===== src/rtl/cnn_pkg.sv =====
// Shared conv-datapath types: activation input is 2*WIDTH signed, output is WIDTH signed.
package cnn_pkg;
  localparam int WIDTH = 9;
  typedef logic signed [2*WIDTH-1:0] act_in_t;
  typedef logic signed [WIDTH-1:0]   act_out_t;
endpackage


===== src/rtl/act_rr_sched_if.sv =====
// Request/result bus between conv lanes, the activation scheduler and the pooling stage.
interface act_rr_sched_if #(
  parameter int NREQ = 4,
  parameter int IDW  = 2,
  parameter int CNTW = 16
);
  import cnn_pkg::*;

  // Handshakes: a transfer happens on a rising clk edge where valid & ready are both 1;
  // a producer holds valid and its data until that edge, ready may depend on valid.
  logic                      en;
  logic [NREQ-1:0]           req_valid;
  logic [NREQ*2*WIDTH-1:0]   req_data;
  logic [NREQ-1:0]           req_ready;
  logic                      out_valid;
  logic                      out_ready;
  act_out_t                  out_data;
  logic [IDW-1:0]            out_id;
  logic                      idle;
  logic [CNTW-1:0]           done_cnt;
  logic [IDW-1:0]            dbg_rr_ptr;

  modport master (
    output en, req_valid, req_data, out_ready,
    input  req_ready, out_valid, out_data, out_id, idle, done_cnt, dbg_rr_ptr
  );

  modport slave (
    input  en, req_valid, req_data, out_ready,
    output req_ready, out_valid, out_data, out_id, idle, done_cnt, dbg_rr_ptr
  );
endinterface


===== src/rtl/act_rr_sched_rr_arb.sv =====
// Combinational round-robin picker: first set request at or above ptr, else lowest set request.
module rr_arb #(
  parameter int NREQ = 4,
  parameter int IDW  = 2
) (
  input  logic [NREQ-1:0] req,
  input  logic [IDW-1:0]  ptr,
  output logic [NREQ-1:0] gnt,
  output logic [IDW-1:0]  gnt_idx,
  output logic            gnt_any
);
  logic [NREQ-1:0] lo_mask;
  logic [NREQ-1:0] upper;

  assign lo_mask = (NREQ'(1) << ptr) - NREQ'(1);
  assign upper   = req & ~lo_mask;

  // Descending scan so the lowest qualifying index is the last one written.
  always_comb begin
    gnt_idx = '0;
    if (|upper) begin
      for (int i = NREQ - 1; i >= 0; i--) begin
        if (upper[i]) gnt_idx = IDW'(i);
      end
    end else begin
      for (int i = NREQ - 1; i >= 0; i--) begin
        if (req[i]) gnt_idx = IDW'(i);
      end
    end
  end

  assign gnt_any = |req;
  assign gnt     = gnt_any ? (NREQ'(1) << gnt_idx) : '0;
endmodule


===== src/rtl/eq2.sv =====
// eq2 activation: (|X+1| + |X-1|) >>> 1 in 2*WIDTH wrapping arithmetic, packed to WIDTH bits.
module eq2
  import cnn_pkg::*;
(
  input  act_in_t  x,
  output act_out_t y
);
  localparam act_in_t ONE = act_in_t'(1);

  act_in_t xp, xm, ap, am, sum, half;

  assign xp   = x + ONE;
  assign xm   = x - ONE;
  // Negating the most negative value wraps back to itself; that is intended.
  assign ap   = xp[2*WIDTH-1] ? -xp : xp;
  assign am   = xm[2*WIDTH-1] ? -xm : xm;
  assign sum  = ap + am;
  assign half = sum >>> 1;
  assign y    = {half[2*WIDTH-1], half[WIDTH-2:0]};
endmodule


===== src/rtl/act_rr_sched.sv =====
// Round-robin scheduler sharing one eq2 unit among NREQ conv lanes through a two-stage pipe.
module act_rr_sched
  import cnn_pkg::*;
#(
  parameter int NREQ = 4,
  parameter int IDW  = 2,
  parameter int CNTW = 16
) (
  input logic             clk,
  input logic             rst_n,
  act_rr_sched_if.slave   bus
);
  logic            s1_valid, s2_valid;
  act_in_t         s1_x, sel_x;
  logic [IDW-1:0]  s1_id, s2_id, rr_ptr, gnt_idx;
  act_out_t        s2_data, eq2_y;
  logic [CNTW-1:0] done_cnt;
  logic [NREQ-1:0] gnt;
  logic            adv1, adv2, grant_en, gnt_any, hs;

  assign adv2 = !s2_valid || bus.out_ready;
  assign adv1 = !s1_valid || adv2;

  rr_arb #(.NREQ(NREQ), .IDW(IDW)) u_arb (
    .req     (bus.req_valid),
    .ptr     (rr_ptr),
    .gnt     (gnt),
    .gnt_idx (gnt_idx),
    .gnt_any (gnt_any)
  );

  // rst_n gates the grant so req_ready drops the instant reset asserts.
  assign grant_en      = rst_n && bus.en && adv1;
  assign bus.req_ready = grant_en ? gnt : '0;
  assign hs            = grant_en && gnt_any;

  always_comb begin
    sel_x = '0;
    for (int i = 0; i < NREQ; i++) begin
      if (gnt[i]) sel_x = bus.req_data[i*2*WIDTH +: 2*WIDTH];
    end
  end

  always_ff @(posedge clk or negedge rst_n) begin
    if (!rst_n) begin
      s1_valid <= 1'b0;
      s1_x     <= '0;
      s1_id    <= '0;
      rr_ptr   <= '0;
    end else if (hs) begin
      s1_valid <= 1'b1;
      s1_x     <= sel_x;
      s1_id    <= gnt_idx;
      rr_ptr   <= (gnt_idx == IDW'(NREQ - 1)) ? '0 : gnt_idx + IDW'(1);
    end else if (adv1) begin
      s1_valid <= 1'b0;
    end
  end

  eq2 u_eq2 (
    .x (s1_x),
    .y (eq2_y)
  );

  always_ff @(posedge clk or negedge rst_n) begin
    if (!rst_n) begin
      s2_valid <= 1'b0;
      s2_data  <= '0;
      s2_id    <= '0;
    end else if (adv2) begin
      s2_valid <= s1_valid;
      if (s1_valid) begin
        s2_data <= eq2_y;
        s2_id   <= s1_id;
      end
    end
  end

  always_ff @(posedge clk or negedge rst_n) begin
    if (!rst_n) begin
      done_cnt <= '0;
    end else if (s2_valid && bus.out_ready) begin
      done_cnt <= done_cnt + CNTW'(1);
    end
  end

  assign bus.out_valid  = s2_valid;
  assign bus.out_data   = s2_data;
  assign bus.out_id     = s2_id;
  assign bus.done_cnt   = done_cnt;
  assign bus.idle       = !bus.en && !s1_valid && !s2_valid;
  assign bus.dbg_rr_ptr = rr_ptr;
endmodule


===== src/flat_wrapper.sv =====
// flat-port wrapper written by rule: the top's interface ports become plain ports
module act_rr_sched_flat import cnn_pkg::*;
#(
  parameter int NREQ = 4,
  parameter int IDW  = 2,
  parameter int CNTW = 16
)
  (clk, rst_n, bus_en, bus_req_valid, bus_req_data, bus_out_ready, bus_req_ready, bus_out_valid, bus_out_data, bus_out_id, bus_idle, bus_done_cnt, bus_dbg_rr_ptr);
  act_rr_sched_if #(.NREQ(NREQ), .IDW(IDW), .CNTW(CNTW)) bus_i ();
  input logic clk;
  input logic rst_n;
  input wire logic [$bits(bus_i.en)-1:0] bus_en;
  input wire logic [$bits(bus_i.req_valid)-1:0] bus_req_valid;
  input wire logic [$bits(bus_i.req_data)-1:0] bus_req_data;
  input wire logic [$bits(bus_i.out_ready)-1:0] bus_out_ready;
  output wire logic [$bits(bus_i.req_ready)-1:0] bus_req_ready;
  output wire logic [$bits(bus_i.out_valid)-1:0] bus_out_valid;
  output wire logic [$bits(bus_i.out_data)-1:0] bus_out_data;
  output wire logic [$bits(bus_i.out_id)-1:0] bus_out_id;
  output wire logic [$bits(bus_i.idle)-1:0] bus_idle;
  output wire logic [$bits(bus_i.done_cnt)-1:0] bus_done_cnt;
  output wire logic [$bits(bus_i.dbg_rr_ptr)-1:0] bus_dbg_rr_ptr;
  assign bus_i.en = bus_en;
  assign bus_i.req_valid = bus_req_valid;
  assign bus_i.req_data = bus_req_data;
  assign bus_i.out_ready = bus_out_ready;
  assign bus_req_ready = bus_i.req_ready;
  assign bus_out_valid = bus_i.out_valid;
  assign bus_out_data = bus_i.out_data;
  assign bus_out_id = bus_i.out_id;
  assign bus_idle = bus_i.idle;
  assign bus_done_cnt = bus_i.done_cnt;
  assign bus_dbg_rr_ptr = bus_i.dbg_rr_ptr;
  act_rr_sched #(.NREQ(NREQ), .IDW(IDW), .CNTW(CNTW)) u_core (.clk(clk), .rst_n(rst_n), .bus(bus_i));
endmodule

===== config.mk =====
export PLATFORM = sky130hd
export DESIGN_NAME = act_rr_sched_flat
export DESIGN_NICKNAME = d
export VERILOG_FILES = /design/src/rtl/cnn_pkg.sv /design/src/rtl/act_rr_sched_if.sv /design/src/rtl/act_rr_sched_rr_arb.sv /design/src/rtl/eq2.sv /design/src/rtl/act_rr_sched.sv /design/src/flat_wrapper.sv
export SDC_FILE = /design/constraint.sdc
export NUM_CORES = 1
export LEC_CHECK = 0
export ABC_AREA = 1
export CORE_MARGIN = 4
export CORE_UTILIZATION = 52
export CTS_BUF_LIST = sky130_fd_sc_hd__clkbuf_4 sky130_fd_sc_hd__clkbuf_8 sky130_fd_sc_hd__clkbuf_16
export DETAILED_ROUTE_END_ITERATION = 7
export PLACE_DENSITY = 0.82
export SLEW_MARGIN = 20
export SYNTH_ARGS = -nofsm -noshare
export SYNTH_HDL_FRONTEND = slang
export SYNTH_SLANG_ARGS = --single-unit

===== constraint.sdc =====
create_clock -name clk -period 3.6 [get_ports clk]
set_input_delay 0.72 -clock clk [delete_from_list [all_inputs] [get_ports clk]]
set_output_delay 0.72 -clock clk [all_outputs]
set_load 0.05 [all_outputs]

==> flow_metrics.py <==
# Synthesis and PnR figures
metrics = {
    "status": {
        "status": "finished clean",
    },
    "floorplan": {
        "die_h_microns": 108.5,
        "die_area_sq_um": 11780,
        "die-width_microns": 108.5,
    },
    "placement": {
        "pre_cts_ws_ns": 0.1556,
    },
    "setup_path": {
        "critPathKind": "input pin to output pin",
        "regToRegEndpoint": "u_core.bus.out_data[6]",
        "crit_path_top_delay_cell": "clkdlybuf4s50_1",
        "reg2reg_slack_ns": 0.34,
        "cp.arrival_ns": 2.60,
    },
    "logic_synthesis": {
        "synthCells": 788,
        "synth.top_cell.area_share_pct": 24.29,
        "ys_sh_aoi_pct": 13.12,
        "synth.logic.top_family": "simple AND/OR/NAND/NOR gates",
        "avgSynthCellArea_sq_um": 6.669,
        "fp_nets": 893,
        "ys_sh_adder_pct": 6.095,
    },
    "sta": {
        "fmax_mhz": 301.5,
        "whs_ns": 0.4730,
        "fin_crit_ns": 3.317,
        "fin_ws_ns": 0.2834,
    },
    "finish": {
        "drive_gt1_share_pct": 11.19,
    },
    "detailed_routing": {
        "via_per_inst": 5.200,
        "ant_nets": 0,
    },
    "job": {
        "warnings": 31,
    },
    "grt": {
        "antenna_found_initial": 0,
    },
}
final cells by class:
class                           instances  area, sq um
Clock inverter                          3        28.78
Inverter                              114        435.4
Fill cell                             888         3183
Tap cell                              133        166.4
Clock buffer                            5        68.82
Sequential cell                        51         1287
Timing Repair Buffer                  124         1251
Multi-Input combinational cell        597         3398
per-layer routing:
layer / global-route usage, % / wire [microns]
met4: 7.394 / 366
met5: 0 / 0
met2: 41.75 / 6608
met1: 33.28 / 6364
met3: 3.761 / 808
registers in the layout (all words and copies together), names as in the netlist:
signal and count:
u_core.s1_valid 1, u_core.bus.dbg_rr_ptr 2, u_core.bus.out_valid 1, u_core.bus.done_cnt 16
u_core.s1_x 18, u_core.s1_id 2, u_core.bus.out_data 9, u_core.bus.out_id 2
report_power, final:
group | switching [mW] | total [mW] | internal, mW
clock network | 0.227 | 0.372 | 0.145
logic | 2.82 | 4.53 | 1.72
registers | 0.312 | 1.09 | 0.780
worst max path at each step:
stage,startpoint,end,depth (start not counted)
final,bus_req_valid[2],bus_req_ready[2],12
after CTS,u_core.s1_x[0],u_core.bus.out_data[8],23
after global placement,u_core.s1_x[0],u_core.bus.out_data[8],23
after detailed placement,u_core.s1_x[0],u_core.bus.out_data[8],23
after global routing,u_core.s1_x[1],u_core.bus.out_data[8],20
after floorplan,bus_req_valid[2],bus_req_ready[1],11
repair_timing:
item | in CTS | in global routing
buffers inserted | 0 | 2
gates resized | 0 | 13
endpoints found under the setup margin | 0 | 1
Yosys cell counts (all sizes together):
library cell	n
o211ai	2
nor3b	18
nor3	6
a21oi	54
xor2	29
o22ai	18
dfrtp	51
or2	1
o21ai	49
ha	24
xnor2	23
nand2	199
fa	1
clkinv	3
buf	14
o31a	1
nand3	48
o31ai	1
inv	111
o21bai	1
nor2	104
clkbuf	12
nand3b	4
nand4	13
nor4	1
### Met1 routing

Drawn at 3 px/micron. Supply wires on this layer in gray.
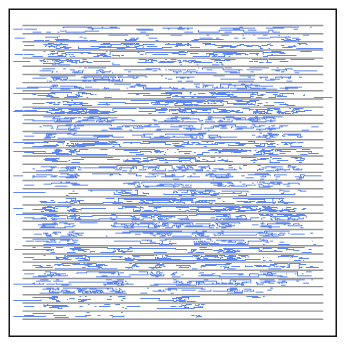
wire length on this layer: 6360 microns
nets with wire on the layer: 917
longest straight run: 46.9 microns
share of all routed wire: 45%

### Metal 2

Drawn at 2 px/micron. Cells faint in the background.
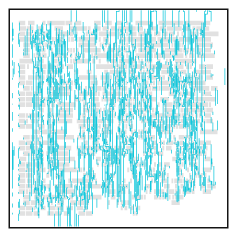
nets with wire on the layer: 788
wire length on this layer: 6610 microns
main direction: vertical
share of all routed wire: 47%

### M3 wires

Drawn at 3 px/micron.
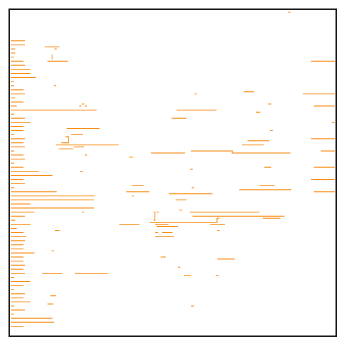
share of all routed wire: 5.7%
wire length on this layer: 808 microns
nets with wire on the layer: 128
main direction: horizontal
longest straight run: 30.4 microns

### M4 wires

Drawn at 3 px/micron. Supply wires on this layer in gray.
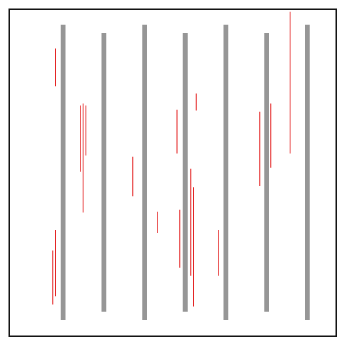
nets with wire on the layer: 15
longest straight run: 46.9 microns
share of all routed wire: 2.6%
main direction: vertical
wire length on this layer: 367 microns

### Cell placement

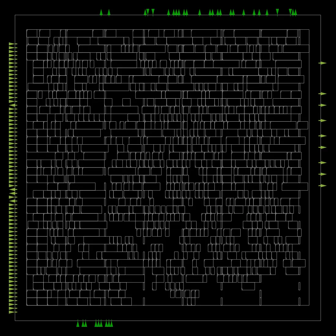
Finished Layout Cells: 1027
num rows: 36
Core Util, Final: 67.58%

